File: src/rtl/cc_action_sched.sv
// Action scheduler: captures a round's action list, issues commands to the board engine one at a
// time, accumulates the returned scores and reports the saturated round total.
module cc_action_sched #(
  parameter int unsigned N_ACT = 10,
  parameter int unsigned WDOG  = 400
) (
  input  logic       clk,
  input  logic       rst,
  input  logic       in_valid_2,
  input  logic [5:0] in_starting_pos,
  input  logic [1:0] in_action,
  input  logic       board_ready,
  output logic       cmd_valid,
  input  logic       cmd_ready,
  output logic [5:0] cmd_pos,
  output logic [1:0] cmd_action,
  input  logic       eng_done,
  input  logic [4:0] eng_score,
  output logic       out_valid,
  output logic [6:0] out_score,
  output logic       busy
);

  localparam int unsigned CW = $clog2(N_ACT + 1);
  localparam int unsigned WW = $clog2(WDOG + 1);

  localparam logic [CW-1:0] NMAX   = CW'(N_ACT);
  localparam logic [CW-1:0] C_ONE  = CW'(1);
  localparam logic [WW-1:0] WD_MAX = WW'(WDOG - 1);
  localparam logic [WW-1:0] W_ONE  = WW'(1);

  localparam logic [2:0] S_IDLE       = 3'd0;
  localparam logic [2:0] S_COLLECT    = 3'd1;
  localparam logic [2:0] S_WAIT_BOARD = 3'd2;
  localparam logic [2:0] S_ISSUE      = 3'd3;
  localparam logic [2:0] S_WAIT_DONE  = 3'd4;
  localparam logic [2:0] S_REPORT     = 3'd5;

  logic [2:0]    state;
  logic [5:0]    pos_mem [N_ACT];
  logic [1:0]    act_mem [N_ACT];
  logic [CW-1:0] count;
  logic [CW-1:0] rd_idx;
  logic [6:0]    acc;
  logic [WW-1:0] wd;

  logic       wr_en;
  logic       queue_empty;
  logic [5:0] head_pos;
  logic [1:0] head_act;
  logic [7:0] sum;
  logic [6:0] acc_sat;

  // Entries past N_ACT are dropped because count stops advancing.
  assign wr_en = (state == S_IDLE || state == S_COLLECT) && in_valid_2 && (count < NMAX);

  assign queue_empty = (rd_idx == count);
  assign head_pos    = pos_mem[rd_idx];
  assign head_act    = act_mem[rd_idx];

  assign sum     = {1'b0, acc} + {3'b000, eng_score};
  assign acc_sat = sum[7] ? 7'd127 : sum[6:0];

  always_ff @(posedge clk) begin
    if (wr_en) begin
      pos_mem[count] <= in_starting_pos;
      act_mem[count] <= in_action;
    end
  end

  always_ff @(posedge clk or posedge rst) begin
    if (rst) begin
      state  <= S_IDLE;
      count  <= '0;
      rd_idx <= '0;
      acc    <= '0;
      wd     <= '0;
    end else begin
      case (state)
        S_IDLE: begin
          acc    <= '0;
          rd_idx <= '0;
          if (in_valid_2) begin
            count <= C_ONE;
            state <= S_COLLECT;
          end else begin
            count <= '0;
          end
        end
        S_COLLECT: begin
          if (in_valid_2) begin
            if (count < NMAX) count <= count + C_ONE;
          end else begin
            state <= S_WAIT_BOARD;
          end
        end
        S_WAIT_BOARD: begin
          rd_idx <= '0;
          if (board_ready) state <= S_ISSUE;
        end
        S_ISSUE: begin
          if (queue_empty) begin
            state <= S_REPORT;
          end else if (head_act == 2'd3) begin
            rd_idx <= rd_idx + C_ONE;
          end else if (cmd_ready) begin
            rd_idx <= rd_idx + C_ONE;
            wd     <= '0;
            state  <= S_WAIT_DONE;
          end
        end
        S_WAIT_DONE: begin
          if (eng_done) begin
            acc   <= acc_sat;
            state <= S_ISSUE;
          end else if (wd == WD_MAX) begin
            // Engine hung: abandon the remaining queue and report what we have.
            state <= S_REPORT;
          end else begin
            wd <= wd + W_ONE;
          end
        end
        S_REPORT: begin
          acc   <= '0;
          count <= '0;
          state <= S_IDLE;
        end
        default: state <= S_IDLE;
      endcase
    end
  end

  always_comb begin
    cmd_valid  = (state == S_ISSUE) && !queue_empty && (head_act != 2'd3);
    cmd_pos    = cmd_valid ? head_pos : 6'd0;
    cmd_action = cmd_valid ? head_act : 2'd0;
    out_valid  = (state == S_REPORT);
    out_score  = out_valid ? acc : 7'd0;
    busy       = (state != S_IDLE);
  end

endmodule

File: config.mk
export PLATFORM = sky130hd
export DESIGN_NAME = cc_action_sched
export DESIGN_NICKNAME = d
export VERILOG_FILES = /design/src/rtl/cc_action_sched.sv
export SDC_FILE = /design/constraint.sdc
export NUM_CORES = 1
export LEC_CHECK = 0
export ABC_AREA = 1
export CORE_ASPECT_RATIO = 0.6
export CORE_MARGIN = 2
export CORE_UTILIZATION = 63
export CTS_BUF_LIST = sky130_fd_sc_hd__clkbuf_16
export CTS_CLUSTER_DIAMETER = 40
export DETAILED_ROUTE_END_ITERATION = 10
export PLACE_DENSITY_LB_ADDON = 0.15
export SLEW_MARGIN = 20
export SYNTH_ARGS = -nofsm -noshare
export SYNTH_HDL_FRONTEND = slang
export SYNTH_SLANG_ARGS = --single-unit
File: constraint.sdc
create_clock -name clk -period 3.8 [get_ports clk]
set_input_delay 0.57 -clock clk [delete_from_list [all_inputs] [get_ports clk]]
set_output_delay 0.57 -clock clk [all_outputs]
set_load 0.03 [all_outputs]
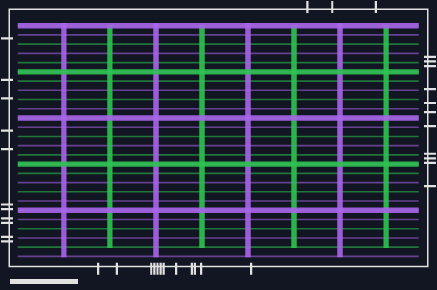
**Above:** run 1 (PDN straps and rails).
Bar = 20 microns. Pins as bars on the die edge.
purple -> VSS
green -> VDD
met5 straps = 5
met1 rails = 26
worst vdd ir: 0.000335 V
chip height: 75.4 microns
core area: 8040 sq um
Die W: 123 microns

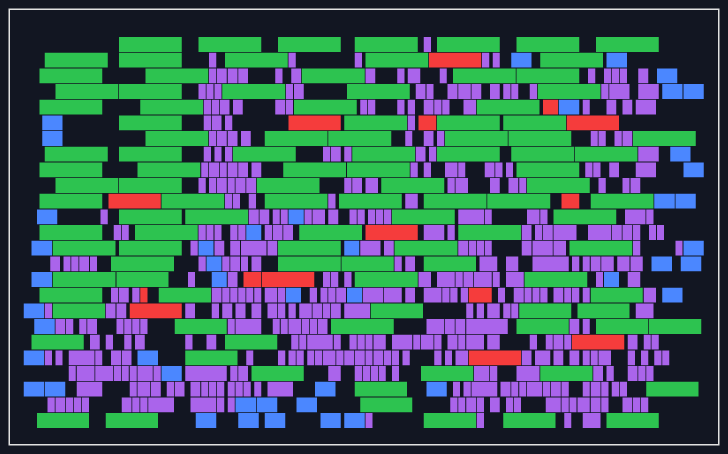
**Above:** run 1 (cells colored by class).
purple -> combinational and other logic  # cells 438
green -> sequential cells  # cells 107
blue -> remaining buffers and delay cells  # cells 45
red -> clock drivers and dummy loads  # cells 15
final core occ: 0.757
row cnt: 25

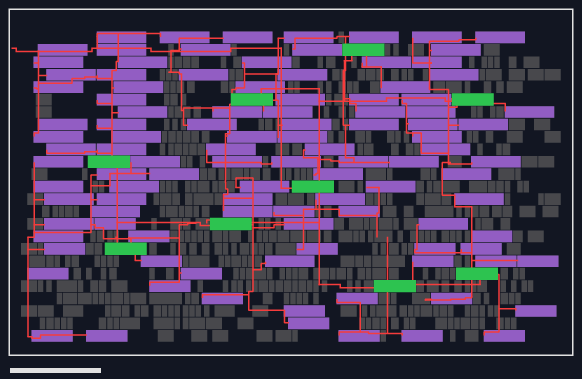
**Above:** run 1 (clock network drawn from the DEF).
Bar = 20 microns.
purple -> flip-flops  # count 107
green -> clock drivers  # count 9
red -> clock wires  # length 1250 microns
flops lie = widely spread
routed clock nets = 10
Clk power: 0.000892 W
clock skew: 5.59 ps
clock power share: 0.247

==> impl_metrics.env, run 1 <==
# physical design summary
export IMPL_outcome="finished clean"
export IMPL_r2r_end="pos_mem[8][1]"
export IMPL_place_area_sq_um=5810
export IMPL_syn_mean_instance_area_sq_um=9.54
export IMPL_sw_frac_of_total=0.388
export IMPL_timing_final_ws_setup_ps=327
export IMPL_gp_congestion=0.916
export IMPL_largest_class="sequential cells"
export IMPL_tightest_slew_ps=890
export IMPL_post_cts_buffers=0
export IMPL_hpwl_mm=8.07
export IMPL_tool_warnings=29
export IMPL_regArea_sq_um=3080
export IMPL_grt_pass1_wl_mm=19.0
export IMPL_fp_util=0.665
export IMPL_vias_per_cell=5.82
export IMPL_dpl_cell_count=698
export IMPL_met1_length_mm=5.29
export IMPL_hp_class="register to register"
export IMPL_pre_cts_ws_ps=781
export IMPL_sh_comb_area=0.319
export IMPL_tritoncts="done"
export IMPL_wl_met2_mm=5.00
export IMPL_path_max_fanout=45
export IMPL_yosys_warnings=0
export IMPL_clock_path_buffers=2
export IMPL_grt_ovfl_total=0
export IMPL_ys_types=36
export IMPL_r2r_cells=5
export IMPL_synth_seq_cells=107
export IMPL_cts_resized_gates=0
run 1: flip-flops by register name (all words and copies together) (netlist names):
signal and cells:
wd 9, act_mem 20, rd_idx 4, count 4, pos_mem 60, acc 7
state 3
run 1: cell usage after synthesis:
library cell  instances
nor2_1               32
nor3_1               12
or2_1                 2
nor2_8                1
nand3_2               5
o22ai_1               2
inv_1                48
a21oi_2               1
o21ai_0               4
nand2_1             160
ha_1                 11
o21ai_1              11
nand2_2               8
and2_4                1
a21oi_1              19
buf_4                 2
xnor2_1               2
xor2_1                8
nand3b_1              2
inv_4                 1
nand3_1              65
dfrtp_1              27
a31oi_1               6
nor3b_1               3
edfxtp_1             80
nor2_2                4
buf_6                 3
clkbuf_1              2
nand3_4               1
fa_1                  1
buf_2                 8
inv_2                12
or2_2                 1
nand4_1               6
nor3_2                6
nand2_4               3
--- run 2 (diff from run 1) ---
--- a/config.mk
+++ b/config.mk
@@ -13,6 +13,7 @@
 export CTS_CLUSTER_DIAMETER = 40
 export DETAILED_ROUTE_END_ITERATION = 10
 export PLACE_DENSITY_LB_ADDON = 0.15
+export SKIP_LAST_GASP = 1
 export SLEW_MARGIN = 20
 export SYNTH_ARGS = -nofsm -noshare
 export SYNTH_HDL_FRONTEND = slang
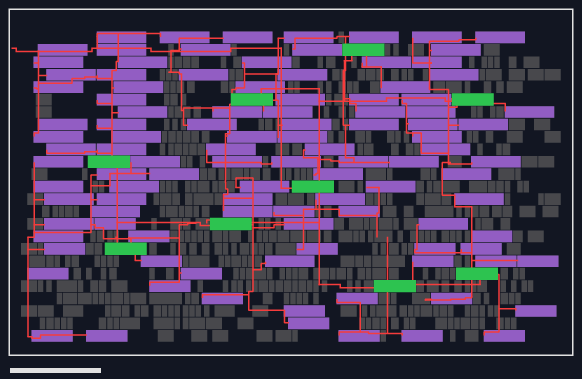
**Above:** run 2 (clock network drawn from the DEF).
Bar = 20 microns.
purple -> flip-flops  # count 107
green -> clock drivers  # count 9
red -> clock wires  # length 1250 microns
routed clock nets = 10
later-pin clock latency in the skew report: 360 ps

==> run 2 against run 1 <==
Final area stayed put. Worst hold slack stayed put. Via count stayed put. Sequential cell count is the same. Total power stayed put. Global-route usage is the same. Cell count stayed put. Critical path depth unchanged. Maximum frequency did not move. Worst setup slack stayed put. Clock skew unchanged. Sequential share of layout area is the same. Largest cell class unchanged.
==> impl_metrics.env, run 2 <==
# physical design summary
export IMPL_top_register="pos_mem"
export IMPL_syn_area_sq_um=5350
export IMPL_synth_most_common_cell="nand2_1"
export IMPL_ff_type="edfxtp_1"
export IMPL_path_max_fanout=45
export IMPL_r2r_end="pos_mem[8][1]"
export IMPL_largest_registers="pos_mem: 60 flops, act_mem: 20 flops, wd: 9 flops"
export IMPL_tritoncts="done"
export IMPL_sh_comb_area=0.319
export IMPL_tightest_slew_ps=890
export IMPL_grt_pass1_wl_mm=19.0
export IMPL_synth_seq_cells=107
export IMPL_hp_class="register to register"
export IMPL_num_rows=25
export IMPL_edf_count=80
export IMPL_regArea_sq_um=3080
export IMPL_die_h_microns=75.4
export IMPL_post_cts_buffers=0
export IMPL_finClkSkew_ps=5.59
export IMPL_worstPathRequired_ps=3230
export IMPL_die_width_microns=123
export IMPL_core_region_area_sq_um=8040
export IMPL_place_area_sq_um=5810
export IMPL_syn_mean_instance_area_sq_um=9.54
export IMPL_fin_util=0.757
export IMPL_pre_cts_ws_ps=781
export IMPL_async_flop_share=0.252
export IMPL_clock_path_buffers=2
export IMPL_port_buffers=36
export IMPL_largest_reg_flops=60
export IMPL_fp_util=0.665
export IMPL_dpl_cell_count=698
export IMPL_hold_path_depth=2
export IMPL_outcome="finished clean"
export IMPL_vias_per_cell=5.82
export IMPL_top_cells_by_count="nand2_1 (160), edfxtp_1 (80), nand3_1 (65)"
export IMPL_yosys_warnings=0
export IMPL_peakVddDrop_v=0.000335
export IMPL_timing_final_ws_setup_ps=327
export IMPL_r2r_cells=5
==> run 2: report_power, final <==
part / internal (W) / switching (W)
clock network: 0.000451 / 0.000441
logic: 0.000395 / 0.000886
registers: 0.00136 / 0.0000756
==> run 2: routing by layer <==
| metal | wire length (microns) | up-vias | share of wire | track usage |
|---|---|---|---|---|
| li1 | - | 1957 | - | - |
| met1 | 5290 | 1926 | 0.45 | 0.422 |
| met2 | 5000 | 242 | 0.42 | 0.395 |
| met3 | 1420 | 24 | 0.12 | 0.0876 |
| met4 | 159 | 0 | 0.013 | 0.0754 |
| met5 | 0 | - | 0 | 0 |
Power is estimated from default activity; no workload was simulated.
